--- src/rtl/demux8_pkg.sv ---
// Shared constants and types for the 8-lane 64-bit demux loader.
package demux8_pkg;

  localparam int DATA_W = 64;
  localparam int SEL_W  = 4;
  localparam int LANES  = 8;

  localparam logic MODE_AUTO = 1'b0;
  localparam logic MODE_DIR  = 1'b1;

  localparam logic [LANES-1:0] LANE_ALL = 8'hFF;

  typedef logic [LANES-1:0]  lane_mask_t;
  typedef logic [DATA_W-1:0] word_t;

endpackage

--- src/rtl/demux8_sel_decode.sv ---
// 4-bit lane code to one-hot lane mask; codes 8..15 fall back to lane 1.
module demux8_sel_decode
  import demux8_pkg::*;
(
  input  logic [SEL_W-1:0] code_i,
  output lane_mask_t       onehot_o
);

  // Decode the code into a one-hot lane mask.
  always_comb begin
    onehot_o = 8'b0000_0001;
    case (code_i)
      4'd0:    onehot_o = 8'b0000_0001;
      4'd1:    onehot_o = 8'b0000_0010;
      4'd2:    onehot_o = 8'b0000_0100;
      4'd3:    onehot_o = 8'b0000_1000;
      4'd4:    onehot_o = 8'b0001_0000;
      4'd5:    onehot_o = 8'b0010_0000;
      4'd6:    onehot_o = 8'b0100_0000;
      4'd7:    onehot_o = 8'b1000_0000;
      default: onehot_o = 8'b0000_0001;
    endcase
  end

endmodule

--- src/rtl/demux8_loader.sv ---
// Distributes a 64-bit word stream into eight registered lanes, in round-robin
// or directed order, holding each completed bank until the consumer acks it.
module demux8_loader
  import demux8_pkg::*;
(
  input  logic              clk,
  input  logic              rst_n,
  input  logic              mode,
  input  logic [SEL_W-1:0]  select,
  input  logic              in_valid,
  output logic              in_ready,
  input  logic [DATA_W-1:0] in_data,
  input  logic              in_last,
  input  logic              bank_ack,
  output logic [DATA_W-1:0] out_1,
  output logic [DATA_W-1:0] out_2,
  output logic [DATA_W-1:0] out_3,
  output logic [DATA_W-1:0] out_4,
  output logic [DATA_W-1:0] out_5,
  output logic [DATA_W-1:0] out_6,
  output logic [DATA_W-1:0] out_7,
  output logic [DATA_W-1:0] out_8,
  output logic [LANES-1:0]  lane_valid,
  output logic              bank_valid,
  output logic [2:0]        wr_ptr,
  output logic              err_overwrite
);

  word_t      lane_q [LANES];
  lane_mask_t lane_valid_q, lane_valid_d;
  logic       bank_valid_q, bank_valid_d;
  logic [2:0] wr_ptr_q, wr_ptr_d;
  logic       in_ready_q, in_ready_d;
  logic       err_q, err_d;

  lane_mask_t ptr_oh_s, sel_oh_s, tgt_s;
  logic       accept_s;

  demux8_sel_decode u_ptr_dec (
    .code_i   ({1'b0, wr_ptr_q}),
    .onehot_o (ptr_oh_s)
  );

  demux8_sel_decode u_sel_dec (
    .code_i   (select),
    .onehot_o (sel_oh_s)
  );

  // Next-state for lane flags, bank handshake, round-robin pointer and ready.
  always_comb begin
    accept_s     = in_valid & in_ready_q;
    tgt_s        = (mode == MODE_DIR) ? sel_oh_s : ptr_oh_s;
    lane_valid_d = lane_valid_q;
    bank_valid_d = bank_valid_q;
    wr_ptr_d     = wr_ptr_q;
    err_d        = 1'b0;
    if (bank_valid_q) begin
      if (bank_ack) begin
        bank_valid_d = 1'b0;
        lane_valid_d = 8'h00;
      end else begin
        bank_valid_d = 1'b1;
      end
    end else if (accept_s) begin
      lane_valid_d = lane_valid_q | tgt_s;
      if (mode == MODE_DIR) begin
        err_d        = |(lane_valid_q & tgt_s);
        bank_valid_d = in_last | (lane_valid_d == LANE_ALL);
      end else begin
        bank_valid_d = in_last | (wr_ptr_q == 3'd7);
        wr_ptr_d     = bank_valid_d ? 3'd0 : (wr_ptr_q + 3'd1);
      end
    end else begin
      bank_valid_d = 1'b0;
    end
    // Ready tracks the next bank state so a completed bank never takes a word.
    in_ready_d = ~bank_valid_d;
  end

  // State and lane data registers; reset discards any partial bank silently.
  always_ff @(posedge clk) begin
    if (!rst_n) begin
      for (int i = 0; i < LANES; i++) lane_q[i] <= 64'd0;
      lane_valid_q <= 8'h00;
      bank_valid_q <= 1'b0;
      wr_ptr_q     <= 3'd0;
      in_ready_q   <= 1'b0;
      err_q        <= 1'b0;
    end else begin
      for (int i = 0; i < LANES; i++) begin
        if (accept_s && tgt_s[i]) lane_q[i] <= in_data;
      end
      lane_valid_q <= lane_valid_d;
      bank_valid_q <= bank_valid_d;
      wr_ptr_q     <= wr_ptr_d;
      in_ready_q   <= in_ready_d;
      err_q        <= err_d;
    end
  end

  assign out_1         = lane_q[0];
  assign out_2         = lane_q[1];
  assign out_3         = lane_q[2];
  assign out_4         = lane_q[3];
  assign out_5         = lane_q[4];
  assign out_6         = lane_q[5];
  assign out_7         = lane_q[6];
  assign out_8         = lane_q[7];
  assign lane_valid    = lane_valid_q;
  assign bank_valid    = bank_valid_q;
  assign wr_ptr        = wr_ptr_q;
  assign in_ready      = in_ready_q;
  assign err_overwrite = err_q;

endmodule

--- config.mk ---
export PLATFORM = sky130hd
export DESIGN_NAME = demux8_loader
export DESIGN_NICKNAME = d
export VERILOG_FILES = /design/src/rtl/demux8_pkg.sv /design/src/rtl/demux8_sel_decode.sv /design/src/rtl/demux8_loader.sv
export SDC_FILE = /design/constraint.sdc
export NUM_CORES = 1
export LEC_CHECK = 0
export CORE_AREA = 2 2 232 234
export DETAILED_ROUTE_END_ITERATION = 8
export DIE_AREA = 0 0 234 236
export PLACE_DENSITY_LB_ADDON = 0.05
export SETUP_SLACK_MARGIN = 0.02
export SYNTH_ARGS = -nofsm -noshare
export SYNTH_HDL_FRONTEND = slang
export SYNTH_HIERARCHICAL = 1
export SYNTH_SLANG_ARGS = --single-unit
--- constraint.sdc ---
create_clock -name clk -period 3.11 [get_ports clk]
set_input_delay 0.622 -clock clk [delete_from_list [all_inputs] [get_ports clk]]
set_output_delay 0.622 -clock clk [all_outputs]
set_load 0.01 [all_outputs]
==> run summary, run 1 <==
fresh numbers from the pnr run: status=complete, no violations, fin worst setup slack=roughly 0.80 ns, top-count cell post-synth=edfxtp_1, crit share post-route=0.7441, Final Util=0.5148, Tmin final=about 2.3 ns, synthesis-stage register bit count=roughly 530, Mapped Cells=1190, Register Area=0.01566 mm², fillers=between 4000 and 5000, sequential cell area share=0.5731, VDD IR max=393.1 µV, Post-DP HPWL=~44000 µm, adder-cell area share of the yosys netlist=0.001353, yosys simple share=0.1077, dominant kind of combinational cell=simple AND/OR/NAND/NOR gates, ANT nets after route=0, metal2 WL=about 33000 µm, Tapcells=between 600 and 700, wire per inst=24.70 µm, most frequent logic cell in the layout=clkdlybuf4s50_1, Non-Clock Buffer Count=about 630, Leakage=just over 10 nW, GP Congestion=between 0.8 and 0.9, Total Power Consumption=15.80 mW, post-CTS resize count=0, ys cells=1190, Synth Area per Inst=about 16 µm², metal3 WL=about 4800 µm, worst setup path start=wr_ptr[0], Post-synth area hogs=edfxtp_1 83%, nor2_1 8.1%, nand2_1 1.7%, Min-Delay Path Class=reg2reg, setup TNS=0 ns, later-pin clock latency in the skew report=around 0.6 ns, Area Overhead vs Synth=47.66%, Layout clock area frac=0.06027, combinational gate power=about 1.5 mW, Slew Viols, Final=0, crit path kind=reg2out, Clk pwr share=0.387, top_reg_cell synth=edfxtp_1
==> run_1/cell_density.png <==
Scale bar: 50 µm. The die is cut into 23 by 24 equal tiles; white is low, dark blue is high, 0 to 100% covered.
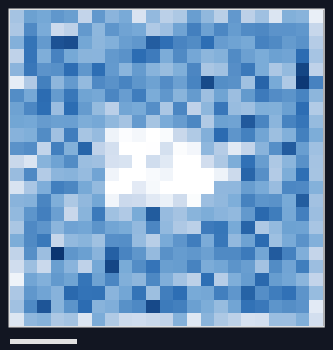
fullest tile = 98%
nearly empty tiles = 3.6%
tiles over 75% full = 6.3%
emptiest ninth of the die = middle
mean over tiles = 48%

==> run_1/placement.png <==
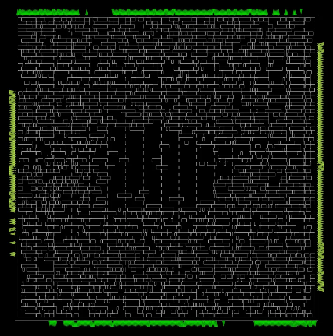
Row Count: 85
Layout Cells excl Fill: 2570

==> run_1/io_fan.png <==
Scale bar: 50 µm.
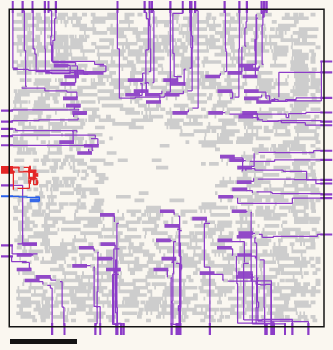
blue -> `err_overwrite`  # bits 1, direction output, end cells 1, buffers 1, wire 28.5 µm
red -> `select`  # bits 4, direction input, end cells 10, buffers 4, wire 137 µm
purple -> `out_5`  # bits 64, direction output, end cells 64, buffers 64, wire 4300 µm

==> run_1/flops_by_reg.png <==
Scale bar: 50 µm.
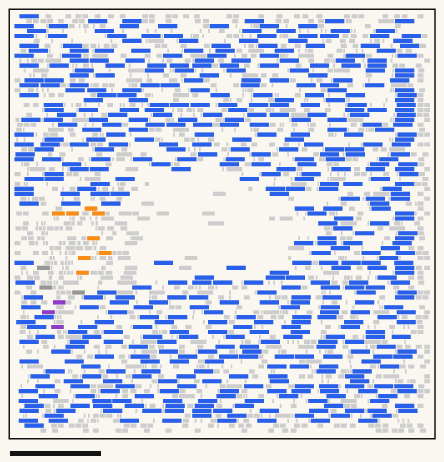
purple -> `wr_ptr`  # sequential cells 3
blue -> `lane_q`  # sequential cells 512, where widely spread
orange -> `lane_valid`  # sequential cells 8, where left middle

--- run 2 (diff from run 1) ---
==> constraint.sdc (replaced) <==
create_clock -name clk -period 2.2 [get_ports clk]
set_input_delay 0.44 -clock clk [delete_from_list [all_inputs] [get_ports clk]]
set_output_delay 0.44 -clock clk [all_outputs]
set_load 0.01 [all_outputs]
==> run_2/io_fan.png <==
Scale bar: 50 µm.
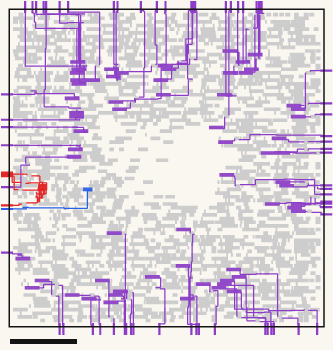
purple -> `out_5`  # bits 64, direction output, end cells 64, buffers 64, wire 3390 µm
red -> `select`  # bits 4, direction input, end cells 10, buffers 7, wire 185 µm
blue -> `err_overwrite`  # bits 1, direction output, end cells 1, buffers 1, wire 79.0 µm
PortBufs: 599
I/O Pins: 600

==> run_2/placement.png <==
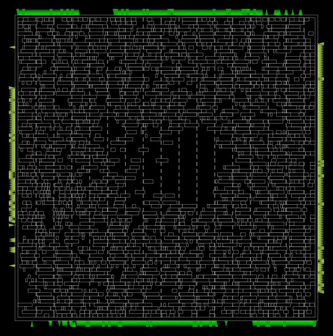
Final Util: 0.5277
flop count: 526
core area: 0.05307 mm²
Layout Cells excl Fill: 2605

==> run 2 against run 1 <==
Compared with the run above:
- utilization is 1.3 points higher
- synthesized area stayed put
- count of clock-buffer cells in the layout is 15 lower
- total power is 48% higher
- cell count is 1.4% higher
- combinational power is 46% higher
- largest cell class unchanged
- largest power group unchanged
==> run summary, run 2 <==
fresh numbers from the pnr run: Critical Path Source Type=flip-flop, setup TNS=0 ns, Post-synth area hogs=edfxtp_1 83%, nor2_1 8.1%, nand2_1 1.7%, dominant kind of combinational cell=simple AND/OR/NAND/NOR gates, status=complete, no violations, synthesis-stage register bit count=around 530, placed inst area=around 0.026 mm², ys cells=around 1200, fin worst setup slack=about 0.11 ns, clk sinks=526, clock network power=9.65 mW, MaxCap Viol Count=0, Row Count=85, Mapped Cells=roughly 1200, top-count cell post-synth=edfxtp_1, Post-DP HPWL=about 46000 µm, Min-Delay Path Class=in2reg, wire per inst=approximately 25 µm, VDD IR max=around 550 µV, most frequent logic cell in the layout=clkdlybuf4s50_1, # diodes=1, Clk pwr share=0.412, ANT nets after route=0, Non-Clock Buffer Count=approximately 660, Slew Viols, Final=0, GP Congestion=~0.86, Leakage=10.56 nW, worst setup path start=lane_q[0][169], Synth Area per Inst=roughly 16 µm², crit path kind=reg2out, Tapcells=about 700, metal3 WL=around 4800 µm, Tmin final=between 2 and 2.5 ns, metal2 WL=32140 µm, Die X=approximately 230 µm, Total Power Consumption=23.43 mW, Layout clock area frac=0.06679, top_reg_cell synth=edfxtp_1, adder-cell area share of the yosys netlist=0.001353
==> run_2/flops_by_reg.png <==
Scale bar: 50 µm.
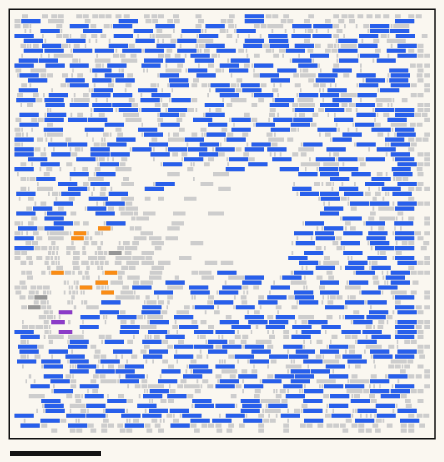
orange -> `lane_valid`  # sequential cells 8, where left middle
blue -> `lane_q`  # sequential cells 512, where widely spread
purple -> `wr_ptr`  # sequential cells 3
not coloured = 3
Register Area: 0.01566 mm²
Seq. pwr: 11.6 mW
sequential cell area share: 0.5592

Power is estimated from default activity; no workload was simulated.
